### Where the registers sit

Drawn at 4 px/µm.
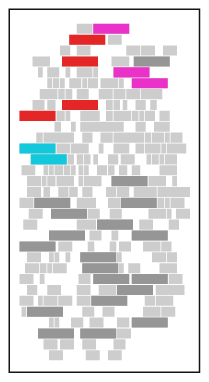
### Track usage over the die

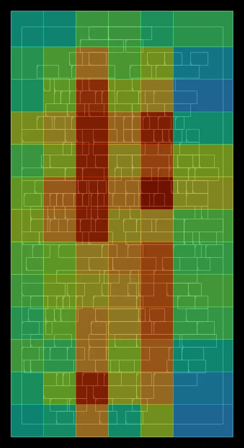
### Routed metal, one colour a layer

Drawn at 4 px/µm.
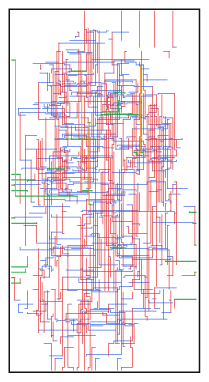
### Signal wires on met3

Drawn at 4 px/µm.
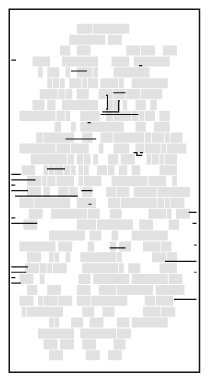
<file path="config.mk">
export PLATFORM = sky130hd
export DESIGN_NAME = alarm_key_entry
export DESIGN_NICKNAME = d
export VERILOG_FILES = /design/src/rtl/alarm_key_entry.sv
export SDC_FILE = /design/constraint.sdc
export NUM_CORES = 1
export LEC_CHECK = 0
export CORE_ASPECT_RATIO = 2
export CORE_MARGIN = 2
export CORE_UTILIZATION = 45
export CTS_BUF_LIST = sky130_fd_sc_hd__clkbuf_2 sky130_fd_sc_hd__clkbuf_4 sky130_fd_sc_hd__clkbuf_8
export CTS_CLUSTER_SIZE = 25
export DETAILED_ROUTE_END_ITERATION = 10
export GPL_ROUTABILITY_DRIVEN = 1
export HOLD_SLACK_MARGIN = 0.02
export PLACE_DENSITY_LB_ADDON = 0.12
export SETUP_SLACK_MARGIN = 0.1
export SYNTH_ARGS = -nofsm -noshare
export SYNTH_HDL_FRONTEND = slang
export SYNTH_SLANG_ARGS = --single-unit
</file>
<file path="constraint.sdc">
create_clock -name clock -period 3.2 [get_ports clock]
set_clock_uncertainty 0.15 [all_clocks]
set_input_delay 0.64 -clock clock [delete_from_list [all_inputs] [get_ports clock]]
set_output_delay 0.64 -clock clock [all_outputs]
set_load 0.02 [all_outputs]
</file>
<file path="src/rtl/alarm_key_entry.sv">
// alarm_key_entry: collects four decimal key presses into an HH:MM buffer,
// validates the time and hands it to alarm_reg with a one-cycle load pulse.
// An inactivity timer on the 1 Hz tick abandons stale entries.
// Optional feature macro: TWELVE_HOUR_EN (hours 01..12 instead of 00..23).
//
// Handshake: key_strobe, set_alarm_key and one_second are single-cycle
// qualifiers sampled on the rising clock edge; there is no back-pressure.
// load_new_alarm is a single-cycle pulse and the new_alarm_* digits are
// stable and valid in that cycle (and hold afterwards until a new entry).
module alarm_key_entry #(
  parameter int TIMEOUT_SEC = 10
) (
  input  logic       clock,
  input  logic       reset,
  input  logic [3:0] key_value,
  input  logic       key_strobe,
  input  logic       set_alarm_key,
  input  logic       one_second,
  output logic [3:0] new_alarm_ms_hr,
  output logic [3:0] new_alarm_ls_hr,
  output logic [3:0] new_alarm_ms_min,
  output logic [3:0] new_alarm_ls_min,
  output logic       load_new_alarm,
  output logic       entry_active,
  output logic       entry_error,
  output logic [2:0] digit_count,
  output logic [1:0] state_dbg
);

  typedef enum logic [1:0] {
    S_IDLE  = 2'd0,
    S_ENTRY = 2'd1,
    S_LOAD  = 2'd2
  } state_t;

  state_t     state_q, state_d;
  logic [3:0] ms_hr_q, ms_hr_d;
  logic [3:0] ls_hr_q, ls_hr_d;
  logic [3:0] ms_min_q, ms_min_d;
  logic [3:0] ls_min_q, ls_min_d;
  logic [2:0] count_q, count_d;
  logic [3:0] tmo_q, tmo_d;
  logic       load_q, load_d;
  logic       err_q, err_d;
  logic       active_q, active_d;

  logic       is_digit;
  logic [6:0] hour_val;
  logic       time_ok;

  // Decode the key and check the buffered time for validity
  always_comb begin
    is_digit = key_strobe && (key_value <= 4'd9);
    hour_val = 7'(ms_hr_q) * 7'd10 + 7'(ls_hr_q);
`ifdef TWELVE_HOUR_EN
    time_ok  = (ms_hr_q <= 4'd1) && (ls_hr_q <= 4'd9) &&
               (hour_val >= 7'd1) && (hour_val <= 7'd12) &&
               (ms_min_q <= 4'd5) && (ls_min_q <= 4'd9);
`else
    time_ok  = (ms_hr_q <= 4'd2) && (ls_hr_q <= 4'd9) &&
               (hour_val <= 7'd23) &&
               (ms_min_q <= 4'd5) && (ls_min_q <= 4'd9);
`endif
  end

  // Next-state, buffer, counter and output-pulse logic
  always_comb begin
    state_d  = state_q;
    ms_hr_d  = ms_hr_q;
    ls_hr_d  = ls_hr_q;
    ms_min_d = ms_min_q;
    ls_min_d = ls_min_q;
    count_d  = count_q;
    tmo_d    = tmo_q;
    load_d   = 1'b0;
    err_d    = 1'b0;
    case (state_q)
      S_IDLE: begin
        if (is_digit) begin
          ms_hr_d  = 4'd0;
          ls_hr_d  = 4'd0;
          ms_min_d = 4'd0;
          ls_min_d = key_value;
          count_d  = 3'd1;
          tmo_d    = 4'd0;
          state_d  = S_ENTRY;
        end
      end
      S_ENTRY: begin
        if (set_alarm_key) begin
          // Commit takes priority over any key in the same cycle
          if ((count_q == 3'd4) && time_ok) begin
            load_d  = 1'b1;
            state_d = S_LOAD;
          end else begin
            err_d    = 1'b1;
            ms_hr_d  = 4'd0;
            ls_hr_d  = 4'd0;
            ms_min_d = 4'd0;
            ls_min_d = 4'd0;
            count_d  = 3'd0;
            tmo_d    = 4'd0;
            state_d  = S_IDLE;
          end
        end else if (is_digit) begin
          // A digit beats a simultaneous tick and restarts the timer
          ms_hr_d  = ls_hr_q;
          ls_hr_d  = ms_min_q;
          ms_min_d = ls_min_q;
          ls_min_d = key_value;
          count_d  = (count_q == 3'd4) ? 3'd4 : count_q + 3'd1;
          tmo_d    = 4'd0;
        end else if (one_second) begin
          if (tmo_q == 4'(TIMEOUT_SEC - 1)) begin
            err_d    = 1'b1;
            ms_hr_d  = 4'd0;
            ls_hr_d  = 4'd0;
            ms_min_d = 4'd0;
            ls_min_d = 4'd0;
            count_d  = 3'd0;
            tmo_d    = 4'd0;
            state_d  = S_IDLE;
          end else begin
            tmo_d = tmo_q + 4'd1;
          end
        end
      end
      S_LOAD: begin
        count_d = 3'd0;
        tmo_d   = 4'd0;
        state_d = S_IDLE;
      end
      default: begin
        state_d = S_IDLE;
      end
    endcase
    active_d = (state_d == S_ENTRY);
  end

  // State and output registers; reset discards any entry immediately
  always_ff @(posedge clock or posedge reset) begin
    if (reset) begin
      state_q  <= S_IDLE;
      ms_hr_q  <= 4'd0;
      ls_hr_q  <= 4'd0;
      ms_min_q <= 4'd0;
      ls_min_q <= 4'd0;
      count_q  <= 3'd0;
      tmo_q    <= 4'd0;
      load_q   <= 1'b0;
      err_q    <= 1'b0;
      active_q <= 1'b0;
    end else begin
      state_q  <= state_d;
      ms_hr_q  <= ms_hr_d;
      ls_hr_q  <= ls_hr_d;
      ms_min_q <= ms_min_d;
      ls_min_q <= ls_min_d;
      count_q  <= count_d;
      tmo_q    <= tmo_d;
      load_q   <= load_d;
      err_q    <= err_d;
      active_q <= active_d;
    end
  end

  assign new_alarm_ms_hr  = ms_hr_q;
  assign new_alarm_ls_hr  = ls_hr_q;
  assign new_alarm_ms_min = ms_min_q;
  assign new_alarm_ls_min = ls_min_q;
  assign load_new_alarm   = load_q;
  assign entry_error      = err_q;
  assign entry_active     = active_q;
  assign digit_count      = count_q;
  assign state_dbg        = state_q;

endmodule

</file>
==> results.sh <==
# implementation run metrics
export IMPL_worstHoldStart="new_alarm_ls_min[0]"
export IMPL_cts_tree="done"
export IMPL_drc=0
export IMPL_crit_path_start_kind="register"
export IMPL_cts_sinks=28
export IMPL_p_leak_uw=0.00101
export IMPL_worst_r2r_path_depth=10
export IMPL_setup_violations=0
export IMPL_cts_buffers=3
export IMPL_top_cell="dfrtp_1"
export IMPL_cp_data_arrival_time_ps=3030
export IMPL_netlist_area_leader_share_pct=41.7
export IMPL_synth_area_leader_cell="dfrtp_1"
export IMPL_async_flop_share_pct=100
export IMPL_synth_seq_share_pct=41.7
export IMPL_edf_count=0
export IMPL_drtIter0Drc=38
export IMPL_nets=233
export IMPL_mux_share_pct=4.32
export IMPL_min_path_type="reg -> reg"
export IMPL_yosys_warnings=0
export IMPL_tns_ps=0
export IMPL_die_area_um2=4270
export IMPL_rsz0062_at_grt="yes"
export IMPL_hold_path_depth=1
export IMPL_core_area_um2=3610
export IMPL_ys_cells=161
export IMPL_area_growth_pct=33.9
export IMPL_worstPathMaxFanout=5
export IMPL_clock_root_buffer="clkbuf_8"
export IMPL_cts_htree_levels=1
export IMPL_first_pass_iters=4
export IMPL_antenna_found_initial=0
export IMPL_cp_required_ps=3220
export IMPL_simple_gate_share_pct=14.4
export IMPL_grt_pass1_wl_um=6730
export IMPL_hold_end="new_alarm_ms_min[0]"
export IMPL_yosysUniqueCellTypes=40
export IMPL_ir_worst_vdd_mv=0.462
export IMPL_ant_nets=0
export IMPL_grt_overflow_total=0
export IMPL_worst_pin_slew_ps=667
export IMPL_syn_area_per_cell_um2=10.4
export IMPL_grt_pass1_vias=1482
export IMPL_fp_dieH_um=90.4
export IMPL_final_layout_size_suffix_gt1_share_pct=13.9
export IMPL_reg2reg_to="tmo_q[1]"
export IMPL_postCtsHoldBufs=0
export IMPL_dp_hpwl_um=3110
export IMPL_synthTopCellsByCount="dfrtp_1, inv_1, ha_1, nand2_1, a22o_1"
export IMPL_power_density_nw_per_um2=649
export IMPL_clock_latency_ps=280
export IMPL_critPathCapture="tmo_q[1]"
export IMPL_synth_main_ff_cell="dfrtp_1"
export IMPL_warnings=33
export IMPL_vias_per_cell=5.77
export IMPL_synth_adder_area_share_pct=12.1
export IMPL_area_leaders="dfrtp_1, ha_1, a22o_1"
export IMPL_synthAoiAreaFrac_pct=21.3
export IMPL_crit_start="new_alarm_ms_hr[1]"
export IMPL_pre_cts_ws_ps=221
export IMPL_clkTransAtPathRegs_ps=100
export IMPL_num_rows=31
export IMPL_criticalPathCategory="reg -> reg"
export IMPL_grt_max_degree=29
export IMPL_r2r_slack_ps=190
export IMPL_portBuffers=32
export IMPL_die_width_um=47.2
export IMPL_dp_cells=246
export IMPL_ctsLongestPathBuffers=2
export IMPL_fmax_mhz=332
export IMPL_syn_instance_count=161
export IMPL_fp_nets=185
export IMPL_placed_area_um2=2090
export IMPL_synth_chip_area_um2=1680
export IMPL_fin_cells=257
export IMPL_slew_limit_headroom_pct=55.1
export IMPL_worst_slack_ps=188
export IMPL_gp_congestion=0.868
export IMPL_endpoint_kind="register"
export IMPL_finalClockPeriodUsage_pct=94.1
export IMPL_initCoreUtil_pct=46.5
export IMPL_final_area_um2=2250
export IMPL_hold_violations=0
export IMPL_synthXorXnorAreaFrac_pct=1.49
export IMPL_ys_flops=28
export IMPL_logic_family="AND-OR/OR-AND gates"
export IMPL_maxSlewViolCount=0
export IMPL_insertedDiodeCount=0
export IMPL_io_pins=33
export IMPL_period_needed_ps=3010
export IMPL_cap_violations=0
export IMPL_synth_area_um2=1680
export IMPL_reg2reg_from="new_alarm_ms_hr[1]"
export IMPL_status="finished clean"
Back to the opening pictures, 'Where the registers sit':
magenta -> digit_count  # flops 3
red -> tmo_q  # flops 4
cyan -> state_dbg  # flops 2
not coloured = 19
sequential cell power: 500 µW
Layout Utilization: 62.3%
FF+latch area: 701 µm²
Seq area share: 31.2%

Back to the opening pictures, 'Track usage over the die':
GR Layer Usage met1: 25.7%
drt wl/cell: 17.6 µm

Back to the opening pictures, 'Routed metal, one colour a layer':
orange -> metal 4  # wire length 106 µm
blue -> metal 1  # wire length 1730 µm
red -> metal 2  # wire length 2570 µm
green -> metal 3  # wire length 109 µm
wirelength, routed: 4510 µm
GRT Util Overall: 21.3%

Back to the opening pictures, 'Signal wires on met3':
wire length on this layer = 109 µm
nets with wire on the layer = 28
main direction = horizontal
M3 GR Usage: 1.60%
routed via count: 1482

==> per-stage QoR <==
stage	hold WS (ps)	total power (µW)
after floorplan	341	893
after global placement	356	1110
after detailed placement	371	1140
after CTS	395	1430
after global routing	411	1530
final	397	1460
==> report_power, final <==
part | leakage (µW) | total [µW] | switching, µW | internal, µW
clock network | 0.0000357 | 287 | 119 | 168
registers | 0.000375 | 500 | 73.3 | 427
logic | 0.000602 | 673 | 377 | 296
==> worst max-delay path, cell delays in order, from the launching register on <==
cell and delay [ps]:
dfrtp_1 390, ha_1 290, ha_1 140, inv_1 50, fa_2 570, nand2b_4 150, nor2_1 40, a2111o_1 430
nand4_4 190, and2_4 190, mux2_1 320
==> flip-flops by register name (all words and copies together), names as in the netlist <==
register          count
digit_count           3
entry_active          1
entry_error           1
load_new_alarm        1
new_alarm_ls_hr       4
new_alarm_ls_min      4
new_alarm_ms_hr       4
new_alarm_ms_min      4
state_dbg             2
tmo_q                 4
==> metal layers <==
metal  GRT usage, %  wire length (µm)
met1           25.7              1730
met2           36.1              2570
met3           1.60               108
met4           9.72               106
met5              0                 0
==> cell type report <==
cell class | instances | area [µm²]
Tap cell | 49 | 61.3
Inverter | 17 | 63.8
Fill cell | 312 | 1360
Clock buffer | 3 | 41.3
Sequential cell | 28 | 701
Timing Repair Buffer | 43 | 403
Multi-Input combinational cell | 116 | 948
Clock inverter | 1 | 30.0
==> cells in the final DEF (no fill, tap or decap), types with 3 or more instances in the layout <==
master,count
inv_1,17
nand2_1,13
nand3_1,5
a21oi_1,8
nand4_1,3
o21ai_0,9
mux2i_1,5
dfrtp_1,28
a22o_1,12
clkbuf_8,3
ha_1,13
nor2_1,8
clkdlybuf4s50_1,32
buf_4,11
==> what timing repair did <==
action	in CTS	in global routing
setup endpoints to repair	0	18
gates resized	0	7
buffers inserted	0	5
Power is estimated from default activity; no workload was simulated.
